--- src/rtl/temp_spi_reader_pkg.sv ---
// rtl/temp_spi_reader_pkg.sv - shared types and constants for the temperature sensor SPI reader
package temp_spi_reader_pkg;

  localparam int DEF_FRAME_BITS  = 16;
  localparam int DEF_HALF_PERIOD = 4;

  typedef enum logic [2:0] {
    IDLE,
    SETUP,
    SHIFT,
    HOLD,
    DONE
  } state_e;

  // Counter width for a counter that must reach n-1; never narrower than one bit.
  function automatic int cnt_width(input int n);
    return (n <= 1) ? 1 : $clog2(n);
  endfunction

  localparam int DEF_PHASE_W = cnt_width(DEF_HALF_PERIOD);
  localparam int DEF_BIT_W   = cnt_width(DEF_FRAME_BITS);

endpackage

--- src/rtl/temp_spi_reader_timer.sv ---
// rtl/temp_spi_reader_timer.sv - half-period terminal-count timer for the SPI reader
module spi_phase_timer
  import temp_spi_reader_pkg::*;
#(
  parameter int HALF_PERIOD = DEF_HALF_PERIOD
) (
  input  logic clk_i,
  input  logic rst_i,
  input  logic clear_i,
  output logic phase_done_o
);

  localparam int PW = cnt_width(HALF_PERIOD);

  logic [PW-1:0] cnt_q;

  assign phase_done_o = (cnt_q == PW'(HALF_PERIOD - 1));

  always_ff @(posedge clk_i or posedge rst_i) begin
    if (rst_i) begin
      cnt_q <= '0;
    end else if (clear_i || phase_done_o) begin
      cnt_q <= '0;
    end else begin
      cnt_q <= cnt_q + 1'b1;
    end
  end

endmodule

--- src/rtl/temp_spi_reader.sv ---
// rtl/temp_spi_reader.sv - SPI mode-0 read frame per sample strobe, word published with a valid pulse
module temp_spi_reader
  import temp_spi_reader_pkg::*;
#(
  parameter int FRAME_BITS  = DEF_FRAME_BITS,
  parameter int HALF_PERIOD = DEF_HALF_PERIOD
) (
  input  logic                  clk,
  input  logic                  rst,
  input  logic                  start,
  input  logic                  miso,
  output logic                  cs_n,
  output logic                  sclk,
  output logic                  busy,
  output logic [FRAME_BITS-1:0] data,
  output logic                  valid
);

  localparam int BW = cnt_width(FRAME_BITS);

  state_e                state_q;
  logic                  cs_n_q;
  logic                  sclk_q;
  logic                  valid_q;
  logic [FRAME_BITS-1:0] data_q;
  logic [FRAME_BITS-1:0] shift_q;
  logic [BW-1:0]         bit_q;
  logic                  phase_done;

  // Every segment is HALF_PERIOD long, so the timer free-runs through a frame.
  spi_phase_timer #(
    .HALF_PERIOD (HALF_PERIOD)
  ) u_timer (
    .clk_i        (clk),
    .rst_i        (rst),
    .clear_i      (state_q == IDLE),
    .phase_done_o (phase_done)
  );

  always_ff @(posedge clk or posedge rst) begin
    if (rst) begin
      state_q <= IDLE;
      cs_n_q  <= 1'b1;
      sclk_q  <= 1'b0;
      valid_q <= 1'b0;
      data_q  <= '0;
      shift_q <= '0;
      bit_q   <= '0;
    end else begin
      valid_q <= 1'b0;
      case (state_q)
        IDLE: begin
          if (start) begin
            state_q <= SETUP;
            cs_n_q  <= 1'b0;
          end
        end
        SETUP: begin
          if (phase_done) begin
            state_q <= SHIFT;
            sclk_q  <= 1'b1;
          end
        end
        SHIFT: begin
          if (phase_done) begin
            if (sclk_q) begin
              // miso is captured on the edge that takes sclk low.
              sclk_q  <= 1'b0;
              shift_q <= {shift_q[FRAME_BITS-2:0], miso};
            end else if (bit_q == BW'(FRAME_BITS - 1)) begin
              bit_q   <= '0;
              state_q <= HOLD;
            end else begin
              bit_q  <= bit_q + 1'b1;
              sclk_q <= 1'b1;
            end
          end
        end
        HOLD: begin
          if (phase_done) begin
            state_q <= DONE;
            cs_n_q  <= 1'b1;
          end
        end
        DONE: begin
          state_q <= IDLE;
          valid_q <= 1'b1;
          data_q  <= shift_q;
        end
        default: state_q <= IDLE;
      endcase
    end
  end

  assign cs_n  = cs_n_q;
  assign sclk  = sclk_q;
  assign busy  = (state_q != IDLE);
  assign data  = data_q;
  assign valid = valid_q;

endmodule

--- config.mk ---
export PLATFORM = sky130hd
export DESIGN_NAME = temp_spi_reader
export DESIGN_NICKNAME = d
export VERILOG_FILES = /design/src/rtl/temp_spi_reader_pkg.sv /design/src/rtl/temp_spi_reader_timer.sv /design/src/rtl/temp_spi_reader.sv
export SDC_FILE = /design/constraint.sdc
export NUM_CORES = 1
export LEC_CHECK = 0
export ABC_AREA = 1
export CAP_MARGIN = 20
export CORE_MARGIN = 4
export CORE_UTILIZATION = 45
export CTS_CLUSTER_DIAMETER = 60
export CTS_CLUSTER_SIZE = 25
export DETAILED_ROUTE_END_ITERATION = 8
export HOLD_SLACK_MARGIN = 0.12
export PLACE_DENSITY = 0.67
export SYNTH_ARGS = -nofsm -noshare
export SYNTH_HDL_FRONTEND = slang
export SYNTH_SLANG_ARGS = --single-unit
--- constraint.sdc ---
create_clock -name clk -period 1.7 [get_ports clk]
set_clock_uncertainty 0.1 [all_clocks]
set_input_delay 0.34 -clock clk [delete_from_list [all_inputs] [get_ports clk]]
set_output_delay 0.34 -clock clk [all_outputs]
set_load 0.05 [all_outputs]
==> images/wires.png <==
Scale bar: 20 µm. Two of the layers only.
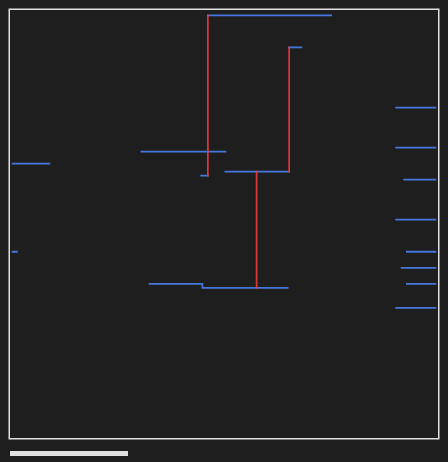
| color | layer | wire length |
|---|---|---|
| red | metal 4 | 68.0 µm |
| blue | metal 3 | 128 µm |
DR vias: 1321
WL final: 3180 µm

==> images/congestion.png <==
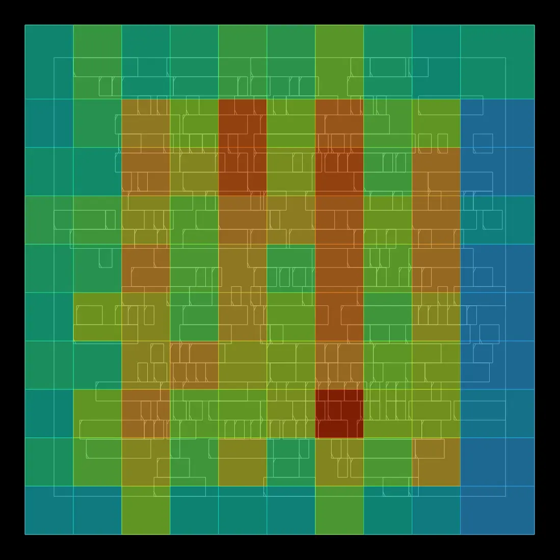
met2 Usage GRT: 21.0%
grt met3 use: 4.55%

==> images/flops_by_reg.png <==
Scale bar: 20 µm. Other sequential cells in the stronger gray, the rest of the logic in the fainter gray.
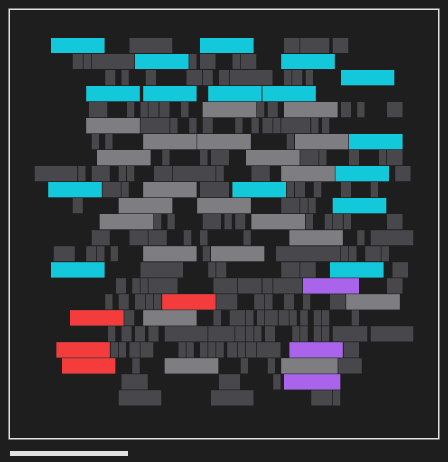
| color | netlist name | flops |
|---|---|---|
| cyan | `data` | 16 |
| red | `bit_q` | 4 |
| purple | `state_q` | 3 |
not colored: 21

==> changes_impl.md <==
### Implementation results

* Sequential share of cell area at 46.4%
* Psw at 1.04 mW
* Drc violations at 0
* Cell Chain, Critical Path: nor2_4 -> nand2_4 -> buf_12
* Setup-failing EPs final at 0
* RSZ-0062 raised after global routing: true
* Critical path's slowest cell: dfrtp_2
* FF-to-FF End: shift_q[0]
* Clk pwr share at between 20% and 30%
* Synth flops at between 40 and 50
* Family with the most delay on the worst path: flip-flops
* Crit path max fanout at 5
* Post-placement cell count at 269
* Status: finished clean
* Clock buf count at 6
* Leading area contributor after synthesis: dfrtp_1
* Synth Flop Type: dfrtp_1
* Gate Count Post-Synth at 197
* Basic Gates by Area at 19.1%
* Final Cycle Share at 96.6%
* Inserted tap cell count at about 50
* Util after Layout at 59.1%
* Die Ht at between 70 and 80 µm
No activity file was given, so power comes from the tool's default toggle rates.
